$ cat config.mk
export PLATFORM = sky130hd
export DESIGN_NAME = sorted_stream_out
export DESIGN_NICKNAME = d
export VERILOG_FILES = /design/src/rtl/sorted_stream_out.sv
export SDC_FILE = /design/constraint.sdc
export NUM_CORES = 1
export LEC_CHECK = 0
export ABC_AREA = 0
export CELL_PAD_IN_SITES_DETAIL_PLACEMENT = 2
export CELL_PAD_IN_SITES_GLOBAL_PLACEMENT = 2
export CORE_MARGIN = 3
export CORE_UTILIZATION = 30
export CTS_CLUSTER_SIZE = 24
export DETAILED_ROUTE_END_ITERATION = 6
export GPL_TIMING_DRIVEN = 0
export PLACE_DENSITY = 0.75
export SYNTH_ARGS = -nofsm -noshare
export SYNTH_HDL_FRONTEND = slang
export SYNTH_SLANG_ARGS = --single-unit
$ cat constraint.sdc
create_clock -name clk -period 4.43 [get_ports clk]
set_input_delay 0.886 -clock clk [delete_from_list [all_inputs] [get_ports clk]]
set_output_delay 0.886 -clock clk [all_outputs]
set_load 0.02 [all_outputs]
$ cat src/rtl/sorted_stream_out.sv
// Captures a sorted N-word vector from the parallel sorter and replays it one word
// per valid/ready handshake, ascending or descending, with index and last flags.
module sorted_stream_out #(
  parameter int N = 6,
  parameter int WIDTH = 8,
  localparam int IW = $clog2(N)
) (
  input  logic             clk,
  input  logic             rst,
  input  logic             sort_done,
  input  logic [WIDTH-1:0] sort_data [N],
  input  logic             descending,
  input  logic             clr_overrun,
  output logic             m_valid,
  input  logic             m_ready,
  output logic [WIDTH-1:0] m_data,
  output logic [IW-1:0]    m_index,
  output logic             m_last,
  output logic             busy,
  output logic             overrun
);

  // state  | meaning
  // IDLE   | waiting for a sort_done rising edge
  // STREAM | presenting data_q words; count selects the current beat
  typedef enum logic {IDLE, STREAM} state_t;

  state_t           state, state_nxt;
  logic [WIDTH-1:0] data_q [N];
  logic             dir;
  logic [IW-1:0]    count, count_nxt, rd_idx;
  logic             sort_done_d;
  logic             cap_ev, capture, xfer, last, ovr_set;

  assign cap_ev = sort_done & ~sort_done_d;
  assign last   = (count == IW'(N - 1));
  assign xfer   = (state == STREAM) & m_ready;

  always_comb begin
    state_nxt = state;
    count_nxt = count;
    capture   = 1'b0;
    ovr_set   = 1'b0;
    case (state)
      IDLE: begin
        if (cap_ev) begin
          capture   = 1'b1;
          count_nxt = '0;
          state_nxt = STREAM;
        end
      end
      STREAM: begin
        if (xfer && last) begin
          // A new vector landing on the final beat is chained with no idle gap.
          count_nxt = '0;
          if (cap_ev) capture = 1'b1;
          else        state_nxt = IDLE;
        end else begin
          if (xfer)   count_nxt = count + IW'(1);
          if (cap_ev) ovr_set = 1'b1;
        end
      end
      default: begin
        state_nxt = IDLE;
        count_nxt = '0;
      end
    endcase
  end

  always_ff @(posedge clk or posedge rst) begin
    if (rst) begin
      state       <= IDLE;
      count       <= '0;
      dir         <= 1'b0;
      sort_done_d <= 1'b0;
      overrun     <= 1'b0;
      for (int i = 0; i < N; i++) data_q[i] <= '0;
    end else begin
      state       <= state_nxt;
      count       <= count_nxt;
      sort_done_d <= sort_done;
      overrun     <= ovr_set | (overrun & ~clr_overrun);
      if (capture) begin
        dir <= descending;
        for (int i = 0; i < N; i++) data_q[i] <= sort_data[i];
      end
    end
  end

  assign rd_idx  = dir ? (IW'(N - 1) - count) : count;
  assign m_valid = (state == STREAM);
  assign busy    = (state == STREAM);
  assign m_data  = m_valid ? data_q[rd_idx] : '0;
  assign m_index = m_valid ? count : '0;
  assign m_last  = m_valid & last;

endmodule

logic_types.png
Scale: 4 px per um.
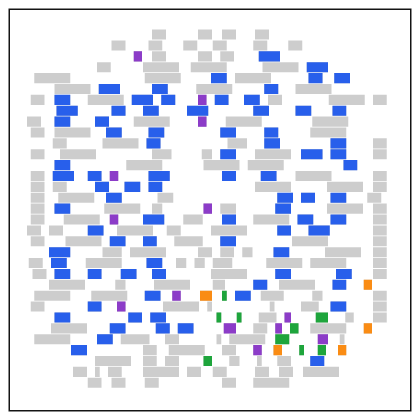
nand cells: shown in green, cells 9, most used nand2_1. aoi and oai cells: shown in purple, cells 13, most used o22ai_1. and/or cells: shown in orange, cells 5, most used and2_1, where lower right. mux cells: shown in blue, cells 83, most used mux2_2.
final non-filler cell total: 366
fraction of area in multi-input gates: 0.3255
Commonest Layout Cell: clkdlybuf4s50_1

clk_routes.png
Scale: 4 px per um.
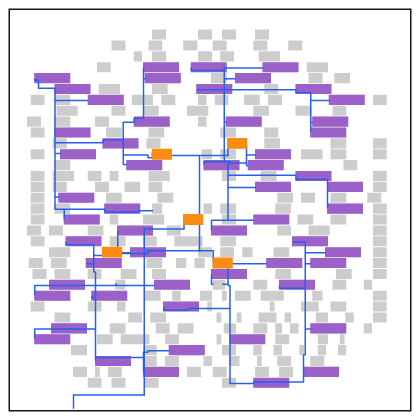
clock wires: shown in blue, length 730 um. flip-flops: shown in purple, count 55. clock drivers: shown in orange, count 5.
Position of the flops: all over the die.
Worst-Skew Late Latency: 0.32 ns
clk pwr: 0.292 mW
Clock Skew: 0.01053 ns
clock share of power: 0.106

io_placement.png
Scale: 4 px per um. Pins as bars across the die edge, other pins in grey.
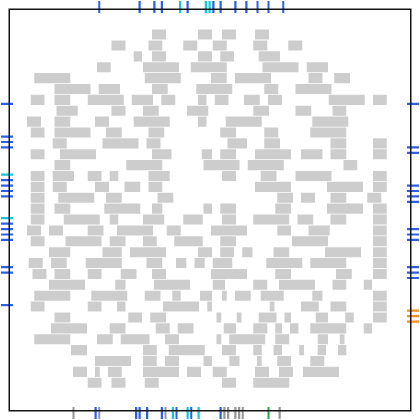
m_index: shown in orange, pins 3, direction output, edge right. m_data: shown in cyan, pins 8, direction output, edge 3 bottom, 3 top, 2 left. sort_data: shown in blue, pins 48, direction input, edge 15 left, 13 right, 12 top, 8 bottom. m_ready: shown in green, pins 1, direction input, edge bottom.
port bufs: 68
Die H: 99.99 um
Die Span X: 99.99 um

wires.png
Scale: 3 px per um. Only two layers are drawn.
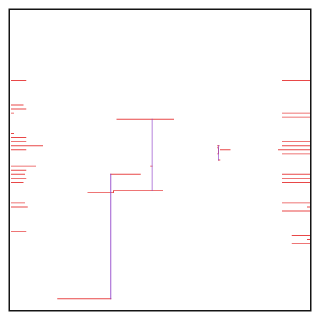
metal 3: shown in red, wire length 281 um. metal 4: shown in purple, wire length 70.0 um.
total wire length: 6.733 mm
detailed-route via count: 1758
total global-route track usage: 0.1412
routed length per instance: 18.40 um

==> critical path, delay by kind of cell, from the launching register on <==
| family | cells | cell delay [ns] |
|---|---|---|
| flops | 1 | 0.36 |
| simple gates | 1 | 0.35 |
| fa+ha+maj | 1 | 0.28 |
| mux | 1 | 0.08 |
| buf+inv | 5 | 1.47 |
| compound gates | 1 | 0.24 |
==> kinds of logic after synthesis <==
group / Yosys count
compound gates: 13
xor+xnor: 1
fa+ha+maj: 2
buf+inv: 15
flops: 55
mux: 83
simple gates: 15
==> where the power goes <==
group	leakage [nW]	internal, mW	switching, mW
combinational	0.809	0.849	0.709
sequential	0.656	0.750	0.153
clock	0.0408	0.114	0.178
==> results.cfg <==
; synthesis and place-and-route metrics
[run_status]
status = finished, final reports clean

[clocking]
post_cts_buffers = 0
clock_path_buffers = 2
numCtsBuffers = 5
postCtsHoldBufs = 0
htreeDepth = 2
cts_tree = yes
clock_sinks = 55
cts_resized = 0
cts-root-buf = clkbuf_8
path_clk_slew_ns = 0.10

[finish]
flop-count = 55
num_antenna_cells = 0
bufAreaShareNonClock = 0.2226
inv_count = 4
regMostFlops = data_q
register_area_mm2 = 0.001376
clkCellAreaFrac = 0.02590
fin_nets = 316
largest_reg_flops = 48
n_all_buffers = 80
logic_area_mm2 = 0.001164
top_regs = data_q (48), count (3)
logic_gates = 114
drive_above_1_share = 0.3027
num-fill-cells = 841
finalCoreUtilization = 0.4265
seq_area_frac = 0.3850
clkbuf_count = 5
syn2layout_area_growth_pct = 34.89
final_design_area_no_fill_mm2 = 0.003575
final_cell_mix = clkdlybuf4s50_1 (68), dfrtp_1 (55), mux2_2 (45), mux2i_1 (26), mux2_4 (12)
dominant_cells = registers

[timing]
setup_viol = 0
period_needed_ns = 3.989
slew_headroom = 0.6142
hold_viol = 0
slew_violations = 0
finalClockPeriodUsage = 0.9005
fin_setup_tns_ns = 0
hold_ws_ns = 0.5178
final.setup.worst_slack_ns = 0.4406
rsz0062_at_grt = false
fmax_mhz = 250.7
tightest_slew_ns = 0.5758

[floorplan]
num_io_pins = 69
num_tap_cells = 105
dieArea_mm2 = 0.009997
fp_util = 0.3162
core.rowCount = 33
core_mm2 = 0.008382

[yosys]
syn_area_per_cell_um2 = 14.40
synthCells = 184
ys_async_sr_fraction = 1.000
topCombFamilyByArea = multiplexers
synthSimpleGateAreaFrac = 0.03494
ys.flop_type = dfrtp_1
yosys_warnings = 0
edf_count = 0
fa_ha_area_frac = 0.009443
ys_sh_xor = 0.006138
yosysTopAreaCell = dfrtp_1
synth_cell_type_count = 24
yosysSeqAreaShare = 0.5194
yosys_cells = 184
ys_area_mm2 = 0.002650
synthesis.nets = 240
synth_flops = 55
top_cell = dfrtp_1
mux_share = 0.3574
synthesis.area_mm2 = 0.002650
top_cells_by_count = dfrtp_1 (55), mux2_2 (45), mux2i_1 (26)
aoi_share = 0.03116
top_cells_by_area = dfrtp_1 (52%), mux2_2 (19%), mux2i_1 (9.8%), mux2_4 (6.8%), o22ai_1 (2.1%)
top_area_frac = 0.5194

[drt]
detail-route-antenna-nets = 0
via_per_inst = 4.803
wl_met3_um = 280
firstDrtPassIters = 5
drt_iter0_markers = 33
route.met2.wl_mm = 3.335
drc_errors = 0
top_layer = met4
wl_met1_mm = 3.047

[grt]
grt_pass1_vias = 1986
grt_max_degree = 33
met2_usage = 0.2417
use_met3 = 0.02293
antenna_found_initial = 0
use_met1 = 0.1888
overflow = 0
grt_pass1_wl_mm = 10.90
grt_busiest_layer = met2

[setup_path]
regToRegStartpoint = count[1]
r2r_slack_ns = 2.09
arrival_ns = 3.10
cp_data_required_time_ns = 3.54
startpoint = count[1]
end_kind = output port
start_kind = flip-flop
max_stage_delay_ns = 0.64
setup.worst_path.class = reg2out
worst_path_max_delay_cell = clkdlybuf4s50_1
timing.rr.end = data_q[12]
endpoint = m_data[6]
worst-path-max-fanout = 10
reg2regPathDepth = 9
path_common_cell = buf_4
worstPathCellList = buf_4 -> buf_4 -> inv_1 -> ha_1 -> mux2i_1 -> or3b_1 -> clkbuf_1 -> o22ai_1 -> clkdlybuf4s50_1

[pwr]
power_density_mw_per_mm2 = 770.2
p_leak_nw = 1.505
power_mw = 2.753
ir_drop_uv = 328.0

[hold_path]
min-delay-start = data_q[9]
min_path_cells = 1
hold_end = data_q[9]
holdCritPathClass = reg2reg

[place]
place_inst = 358
placed_area_mm2 = 0.003482
pre_cts_slack_ns = 0.7239
dp_hpwl_mm = 4.949
place_congestion = 0.6888

[flow_run]
cap_violations = 0
tool_warnings = 26
Power is estimated from default activity; no workload was simulated.
